[config.mk]
export PLATFORM = sky130hd
export DESIGN_NAME = softplus_bwd
export DESIGN_NICKNAME = d
export VERILOG_FILES = /design/src/rtl/softplus_bwd.sv
export SDC_FILE = /design/constraint.sdc
export NUM_CORES = 1
export LEC_CHECK = 0
export ABC_CLOCK_PERIOD_IN_PS = 10250
export CORE_MARGIN = 1
export CORE_UTILIZATION = 45
export CTS_CLUSTER_SIZE = 20
export DETAILED_ROUTE_END_ITERATION = 16
export SLEW_MARGIN = 20
export SYNTH_ARGS = -nofsm -noshare
export SYNTH_HDL_FRONTEND = slang
export SYNTH_SLANG_ARGS = --single-unit
[constraint.sdc]
create_clock -name clk -period 10.25 [get_ports clk]
set_input_delay 1.025 -clock clk [delete_from_list [all_inputs] [get_ports clk]]
set_output_delay 1.025 -clock clk [all_outputs]
set_load 0.02 [all_outputs]
[src/rtl/softplus_bwd.sv]
// softplus_bwd: grad_in = dy * sigmoid(x) in Q6.10, with a PLAN piecewise-linear sigmoid.
// Optional macro SOFTPLUS_BWD_ROUND_EN: both >>>10 steps round half up instead of flooring.
module softplus_bwd #(
  parameter int DATA_W = 16,
  parameter int FRAC_W = 10
) (
  input  logic              clk,
  input  logic              rst,
  input  logic              in_valid,
  output logic              in_ready,
  input  logic [DATA_W-1:0] x,
  input  logic [DATA_W-1:0] dy,
  output logic              out_valid,
  input  logic              out_ready,
  output logic [DATA_W-1:0] grad_in
);

  typedef enum logic [2:0] {
    IDLE = 3'd0,
    SEG  = 3'd1,
    MUL  = 3'd2,
    ADD  = 3'd3,
    GRAD = 3'd4,
    OUT  = 3'd5
  } state_t;

`ifdef SOFTPLUS_BWD_ROUND_EN
  localparam logic [31:0]        RND_MX   = 32'd512;
  localparam logic signed [32:0] RND_PROD = 33'sd512;
`else
  localparam logic [31:0]        RND_MX   = 32'd0;
  localparam logic signed [32:0] RND_PROD = 33'sd0;
`endif

  state_t             state_q, state_d;
  logic [15:0]        x_q, x_d;
  logic [15:0]        dy_q, dy_d;
  logic [15:0]        abs_q, abs_d;
  logic [8:0]         m_q, m_d;
  logic [10:0]        c_q, c_d;
  logic               neg_q, neg_d;
  logic               sat_hi_q, sat_hi_d;
  logic               sat_lo_q, sat_lo_d;
  logic [31:0]        mx_q, mx_d;
  logic [16:0]        s_q, s_d;
  logic [15:0]        grad_q, grad_d;
  logic               out_valid_q, out_valid_d;
  logic               in_ready_q, in_ready_d;
  logic [16:0]        s_pos_s;
  logic signed [32:0] prod_s;

  // Next-state and datapath computation for every register.
  always_comb begin
    state_d     = state_q;
    x_d         = x_q;
    dy_d        = dy_q;
    abs_d       = abs_q;
    m_d         = m_q;
    c_d         = c_q;
    neg_d       = neg_q;
    sat_hi_d    = sat_hi_q;
    sat_lo_d    = sat_lo_q;
    mx_d        = mx_q;
    s_d         = s_q;
    grad_d      = grad_q;
    out_valid_d = out_valid_q;
    in_ready_d  = in_ready_q;
    s_pos_s     = 17'(((mx_q + RND_MX) >> FRAC_W)) + {6'd0, c_q};
    prod_s      = $signed({{17{dy_q[15]}}, dy_q}) * $signed({{16{s_q[16]}}, s_q});

    case (state_q)
      IDLE: begin
        if (in_valid) begin
          x_d        = x;
          dy_d       = dy;
          in_ready_d = 1'b0;
          state_d    = SEG;
        end else begin
          state_d = IDLE;
        end
      end
      SEG: begin
        neg_d    = x_q[15];
        sat_hi_d = ($signed(x_q) >= 16'sd5120);
        sat_lo_d = ($signed(x_q) <= -16'sd5120);
        // -32768 wraps to itself here; it is always in the saturated-low region.
        abs_d    = x_q[15] ? 16'(-x_q) : x_q;
        if (abs_d < 16'd1024) begin
          m_d = 9'd256;
          c_d = 11'd512;
        end else if (abs_d < 16'd2432) begin
          m_d = 9'd128;
          c_d = 11'd640;
        end else begin
          m_d = 9'd32;
          c_d = 11'd864;
        end
        state_d = MUL;
      end
      MUL: begin
        mx_d    = {23'd0, m_q} * {16'd0, abs_q};
        state_d = ADD;
      end
      ADD: begin
        if (sat_hi_q) begin
          s_d = 17'd1024;
        end else if (sat_lo_q) begin
          s_d = 17'd0;
        end else if (neg_q) begin
          s_d = 17'd1024 - s_pos_s;
        end else begin
          s_d = s_pos_s;
        end
        state_d = GRAD;
      end
      GRAD: begin
        grad_d  = 16'((prod_s + RND_PROD) >>> FRAC_W);
        state_d = OUT;
      end
      OUT: begin
        // out_valid is registered, so the first OUT cycle only raises it.
        if (out_valid_q) begin
          if (out_ready) begin
            out_valid_d = 1'b0;
            in_ready_d  = 1'b1;
            state_d     = IDLE;
          end else begin
            state_d = OUT;
          end
        end else begin
          out_valid_d = 1'b1;
        end
      end
      default: begin
        state_d     = IDLE;
        out_valid_d = 1'b0;
        in_ready_d  = 1'b1;
      end
    endcase
  end

  // State and datapath registers with asynchronous active-low reset.
  always_ff @(posedge clk or negedge rst) begin
    if (!rst) begin
      state_q     <= IDLE;
      x_q         <= 16'd0;
      dy_q        <= 16'd0;
      abs_q       <= 16'd0;
      m_q         <= 9'd0;
      c_q         <= 11'd0;
      neg_q       <= 1'b0;
      sat_hi_q    <= 1'b0;
      sat_lo_q    <= 1'b0;
      mx_q        <= 32'd0;
      s_q         <= 17'd0;
      grad_q      <= 16'd0;
      out_valid_q <= 1'b0;
      in_ready_q  <= 1'b1;
    end else begin
      state_q     <= state_d;
      x_q         <= x_d;
      dy_q        <= dy_d;
      abs_q       <= abs_d;
      m_q         <= m_d;
      c_q         <= c_d;
      neg_q       <= neg_d;
      sat_hi_q    <= sat_hi_d;
      sat_lo_q    <= sat_lo_d;
      mx_q        <= mx_d;
      s_q         <= s_d;
      grad_q      <= grad_d;
      out_valid_q <= out_valid_d;
      in_ready_q  <= in_ready_d;
    end
  end

  assign in_ready  = in_ready_q;
  assign out_valid = out_valid_q;
  assign grad_in   = grad_q;

endmodule

==> results.yml, run 1 <==
# synthesis and place-and-route metrics
outcome:
  status: "finished, final reports clean"
setup_path:
  timing.rr.end: "grad_in[15]"
  rr_worst_depth: 21
  reg2reg_slack_ns: 3.63
  arrival_ns: 6.88
  critPathKind: "register to register"
  startpoint: "s_q[5]"
  crit_fanout: 17
  r2r_start: "s_q[5]"
  cp-start-kind: "register"
  cp.required_ns: 10.51
  cp-endpoint: "grad_in[15]"
  crit_path_end_kind: "register"
finish:
  final_area_um2: 16100
  nNonClkInverters: 332
  clk_share_pct: 1.92
  mostFrequentLayoutCells: "inv_1, nand2_1, fa_1"
  n_all_buffers: 55
  layout-drive-gt1-share_pct: 3.98
  comb_area_um2: 10700
  final_common_cell: "inv_1"
  diodes: 0
  largest_cell_class: "logic gates"
  buf_share_pct: 3.38
  nMultiInputCombCells: 1124
yosys:
  syn-cell-area_um2: 14900
  synth_top_cell_by_count: "inv_1"
  synth.top_cell.area_share_pct: 30.4
  synth.avg_cell_area_um2: 9.16
  yosysWarnings: 0
  synth_nets: 2027
  synth-simple-area-share_pct: 16.0
  logic_family: "adder cells"
  ys_sh_adder_pct: 42.2
  netlist_instances: 1625
  synth_cell_type_count: 58
  ys_chip_area_um2: 14900
  ys_seq_share_pct: 18.2
  synthAoiAreaFrac_pct: 6.23
  xor_area_share_pct: 4.99
  synthFlopType: "dfrtp_1"
  edf_count: 0
min_path:
  min_path_type: "register to register"
  hold_depth: 2
  min_to: "grad_in[7]"
placed_design:
  place.gp.congestion: 0.853
  port_buffers: 53
  place_ws_ns: 3.67
  placed_area_um2: 15800
  dpl.hpwl_mm: 25.8
sta:
  rsz0062_at_grt: "false"
  drv_slew: 0
  hold_viol: 0
  timing.final.crit_share_pct: 64.6
  fin_tns_setup_ns: 0
  max_freq_mhz: 151
  min_period_ns: 6.62
  tightest_slew_ns: 1.06
floorplanning:
  core_area_um2: 32500
  die_w_um: 184
  tapCellCount: 442
  rows: 66
  die-height_um: 184
  ios: 54
run:
  openroad.warnings: 26
  maxCapViolations: 0
detailed_routing:
  drt-pass1-iter-count: 5
  drt-total-wl_mm: 32.1
  post-route-drc-count: 0
  routedWlPerCell_um: 15.5
  via_per_inst: 4.93
  vias: 10200
clock_network:
  cts_max_path_buffers: 2
  root_buffer: "clkbuf_16"
  postCtsResizedCells: 0
  cts_setup_buffers: 0
global_route:
  antenna_found_initial: 0
  grt_max_degree: 58
  grt_overflow_total: 0
  grt_pass1_wl_mm: 55.2
  grt_util_all_layers_pct: 20.8
  grt_pass1_vias: 11100
-- run 1: flip-flops by register name, summed over array words and instances (netlist names) --
register,cells
x_q,16
dy_q,16
sat_lo_q,1
s_q,17
out_valid,1
in_ready,1
neg_q,1
grad_in,16
abs_q,16
m_q,3
mx_q,15
state_q,3
c_q,1
sat_hi_q,1
-- run 1: worst max-delay path, stage by stage, from the launching register on --
cell and delay (ns):
dfrtp_1 0.60, and2_1 0.29, fa_1 0.54, inv_1 0.06, fa_1 0.55, fa_1 0.44
fa_1 0.49, inv_1 0.06, fa_1 0.53, inv_1 0.05, fa_1 0.52, inv_1 0.04
ha_1 0.20, nor3_1 0.27, nand2_1 0.08, o22ai_1 0.16, a21oi_1 0.12, a22o_1 0.33
a221o_1 0.45, a31oi_1 0.40, nor4_1 0.09, a211o_1 0.23
-- run 1: through the flow --
step | hold slack, ns | std cells | utilization (%)
floorplan | 0.441 | 1625 | -
global placement | 0.460 | 2061 | 48.4
detailed placement | 0.467 | 2061 | 48.4
CTS | 0.486 | 2076 | 49.4
global route | 0.502 | 2076 | 49.4
finish | 0.477 | 2076 | 49.4
-- run 1: per-layer routing --
metal / routed length (um) / part of all wire [%] / GRT usage (%)
met5: 0 / 0 / 0
met4: 546 / 1.7 / 5.20
met3: 1300 / 4.0 / 3.31
met2: 15800 / 49 / 36.7
met1: 14400 / 45 / 26.7
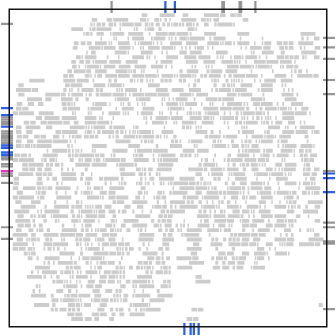
**Above:** run 1 (I/O pins on the die edge).
Pins as bars across the die edge, other pins in grey.
colour	port	pins	direction	edge
magenta	`out_ready`	1	input	left
blue	`dy`	16	input	7 left, 4 bottom, 3 right, 2 top
all pins by edge	28 left, 14 right, 8 top, 4 bottom

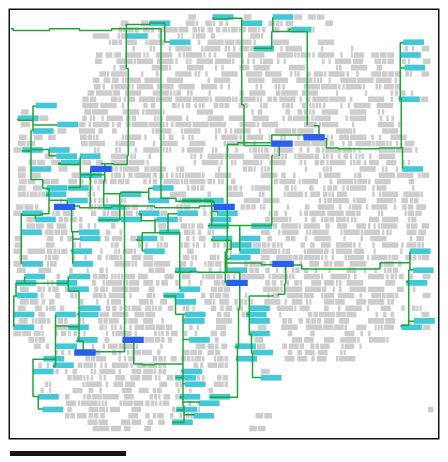
**Above:** run 1 (clock network drawn from the DEF).
Scale bar: 50 um.
[green] clock wires | length: 1880 um
[cyan] flip-flops | count: 108
[blue] clock drivers | count: 9
routed clock nets	10

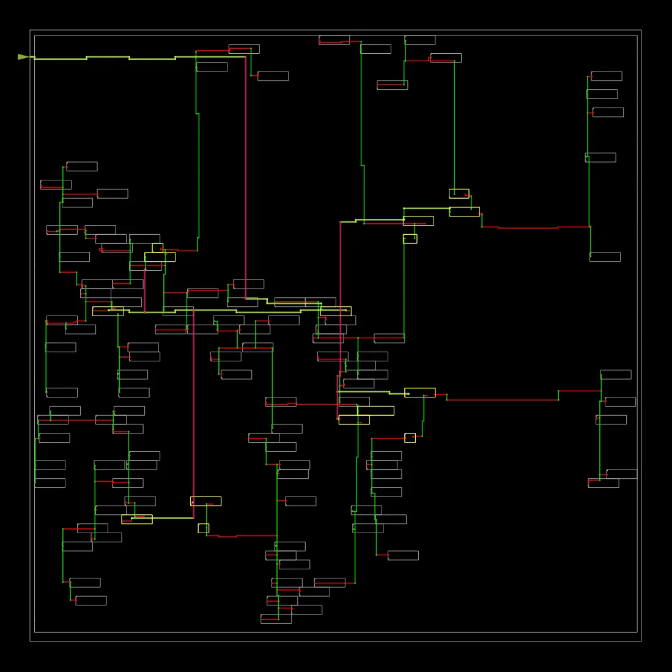
**Above:** run 1 (the clock network).
Final Skew: 0.0103 ns
TritonCTS sink count: 108
clk_buf instances: 9
seq_cells: 108
clk_lat worst skew: 0.37 ns

**Run 1: metal layers overlaid**

Scale bar: 50 um.
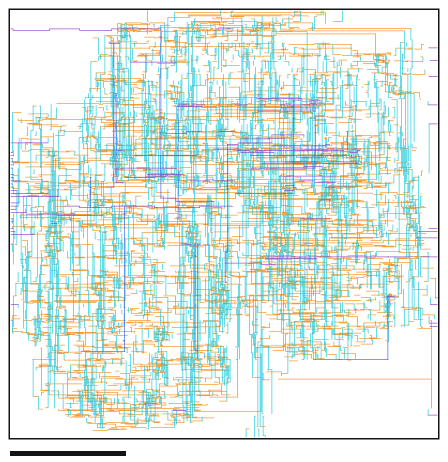

==> run 2, diff against run 1 <==
--- a/config.mk
+++ b/config.mk
@@ -5,7 +5,7 @@
 export SDC_FILE = /design/constraint.sdc
 export NUM_CORES = 1
 export LEC_CHECK = 0
-export ABC_CLOCK_PERIOD_IN_PS = 10250
+export ABC_CLOCK_PERIOD_IN_PS = 6900
 export CORE_MARGIN = 1
 export CORE_UTILIZATION = 45
 export CTS_CLUSTER_SIZE = 20
==> constraint.sdc (replaced) <==
create_clock -name clk -period 6.9 [get_ports clk]
set_input_delay 0.69 -clock clk [delete_from_list [all_inputs] [get_ports clk]]
set_output_delay 0.69 -clock clk [all_outputs]
set_load 0.02 [all_outputs]
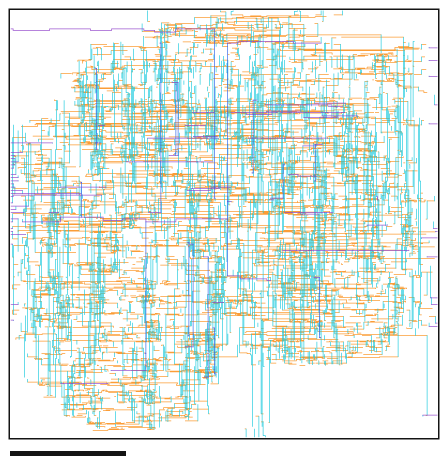
**Above:** run 2 (metal layers overlaid).
Scale bar: 50 um.
colour	layer	wire length
orange	metal 1	14700 um
purple	metal 3	975 um
cyan	metal 2	15100 um
blue	metal 4	663 um

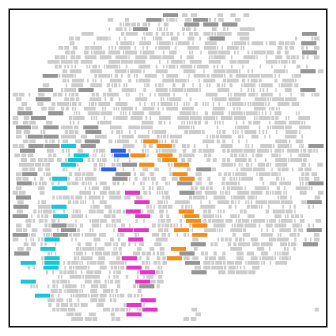
**Above:** run 2 (register map, names as in the netlist).
Other sequential cells in the stronger grey, the rest of the logic in the fainter grey.
colour	name in the netlist	flops
magenta	`mx_q`	15
cyan	`abs_q`	16
orange	`s_q`	17
blue	`state_q`	3
not coloured	57

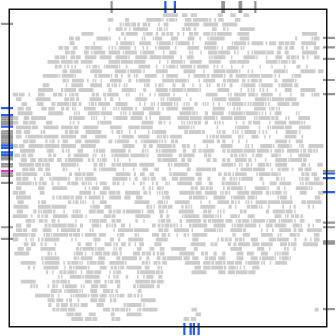
**Above:** run 2 (I/O pins on the die edge).
Pins as bars across the die edge, other pins in grey.
Port-buffer cells: 53
Die Ht: 184 um
Die W: 184 um

==> results.yml, run 2 <==
# synthesis and place-and-route metrics
global_route:
  grt_pass1_vias: 10900
  grt_pass1_wl_mm: 54.2
  grt_overflow_total: 0
  grtUsageMet3_pct: 2.63
  antenna_found_initial: 0
  top_usage_layer: "met2"
  grt_util_all_layers_pct: 20.5
  gr-usage-met2_pct: 35.0
  met1_usage_pct: 27.2
  grt_max_degree: 58
clock_network:
  numCtsBuffers: 9
  htree_levels: 3
  postCtsResizedCells: 0
  cts_setup_buffers: 0
  cts_max_path_buffers: 2
  root_buffer: "clkbuf_16"
  clock-sinks: 108
detailed_routing:
  wl_met2_mm: 15.1
  post-route-drc-count: 0
  top_layer: "met4"
  drt-pass1-iter-count: 5
  vias: 10300
  via_per_inst: 4.91
  drt-total-wl_mm: 31.5
  dr_wl_met3_um: 975
  routedWlPerCell_um: 15.0
  met1_length_mm: 14.7
yosys:
  yosysWarnings: 0
  netlist_instances: 1625
  synth.avg_cell_area_um2: 9.16
  top_cells_by_count: "inv_1, nand2_1, fa_1"
  synthFlopType: "dfrtp_1"
  synth.top_cell.area_share_pct: 30.4
  synth_cell_type_count: 58
  syn-cell-area_um2: 14900
  synth_top_cell_by_count: "inv_1"
  edf_count: 0
setup_path:
  timing.rr.end: "grad_in[15]"
  cp_common_cell: "fa_1"
  cp.required_ns: 7.18
  rr_worst_depth: 21
  reg2reg_slack_ns: 0.47
  path_buffers: 4
  crit_chain: "and2_1 > fa_1 > inv_1 > fa_1 > fa_1 > fa_1 > inv_1 > fa_1 > inv_1 > fa_1 > inv_1 > ha_1 > nor3_1 > nand2_1 > o22ai_1 > a21oi_1 > a22o_1 > a221o_1 > a31oi_1 > nor4_1 > a211o_1"
  critPathKind: "register to register"
  startpoint: "dy_q[6]"
  arrival_ns: 6.71
  cp-start-kind: "register"
  r2r_start: "dy_q[6]"
  cp_num_cells: 21
  cp-endpoint: "grad_in[15]"
  crit_path_end_kind: "register"
  crit_family: "adder cells"
  crit_slowest_cell: "dfrtp_1"
  max_stage_delay_ns: 0.57
  crit_fanout: 18
finish:
  final_util_pct: 49.9
  largest_register_ffs: 17
  top_register: "s_q"
  final_common_cell: "inv_1"
  layout-drive-gt1-share_pct: 5.49
outcome:
  status: "finished, final reports clean"
sta:
  rsz0062_at_grt: "false"
  skew_ns: 0.0156
  hold_viol: 0
  tightest_slew_ns: 1.02
  timing.final.crit_share_pct: 93.1
  min_period_ns: 6.43
  max_freq_mhz: 156
  drv_slew: 0
floorplanning:
  core_area_um2: 32500
  ios: 54
  rows: 66
run:
  openroad.warnings: 26
  maxCapViolations: 0
placed_design:
  place.gp.congestion: 0.848
min_path:
  min_path_type: "primary input to async pin"
==> run 2: cell counts after synthesis <==
Identical to the previous run, type by type.
==> run 2: kinds of logic after synthesis <==
logic type      count (synthesis)  synth area share (%)
mux                            33                  2.48
simple gates                  489                  16.0
xor+xnor                       84                  4.99
compound gates                152                  6.23
flops                         108                  18.2
buf+inv                       393                  9.94
fa+ha+maj                     366                  42.2
==> run 2: metrics by stage <==
stage	cell area [um^2]	instances	setup WS [ns]
3_5_place_dp	15900	2085	0.414
2_1_floorplan	14900	1625	0.919
6_report	16200	2101	0.474
4_1_cts	16200	2101	0.425
3_3_place_gp	15900	2085	0.500
5_1_grt	16200	2101	0.143
==> run 2: cell type report <==
| type | instances | area (um^2) | share of cell area [%] |
|---|---|---|---|
| multi-input cells | 1124 | 10700 | 65.9 |
| clock buffers | 9 | 225 | 1.39 |
| clock inverters | 7 | 80.1 | 0.493 |
| repair buffers | 79 | 723 | 4.45 |
| well taps | 442 | 553 | 3.40 |
| inverters | 332 | 1250 | 7.67 |
| flip-flops and latches | 108 | 2700 | 16.6 |
==> run 2: worst min path at each step <==
stage | startpoint | endpoint | slack [ns]
after floorplan | rst | abs_q[0] | 0.39
after global placement | grad_in[5] | grad_in[5] | 0.46
after detailed placement | grad_in[5] | grad_in[5] | 0.47
after CTS | rst | grad_in[0] | 0.37
after global routing | rst | grad_in[0] | 0.40
final | rst | grad_in[0] | 0.36
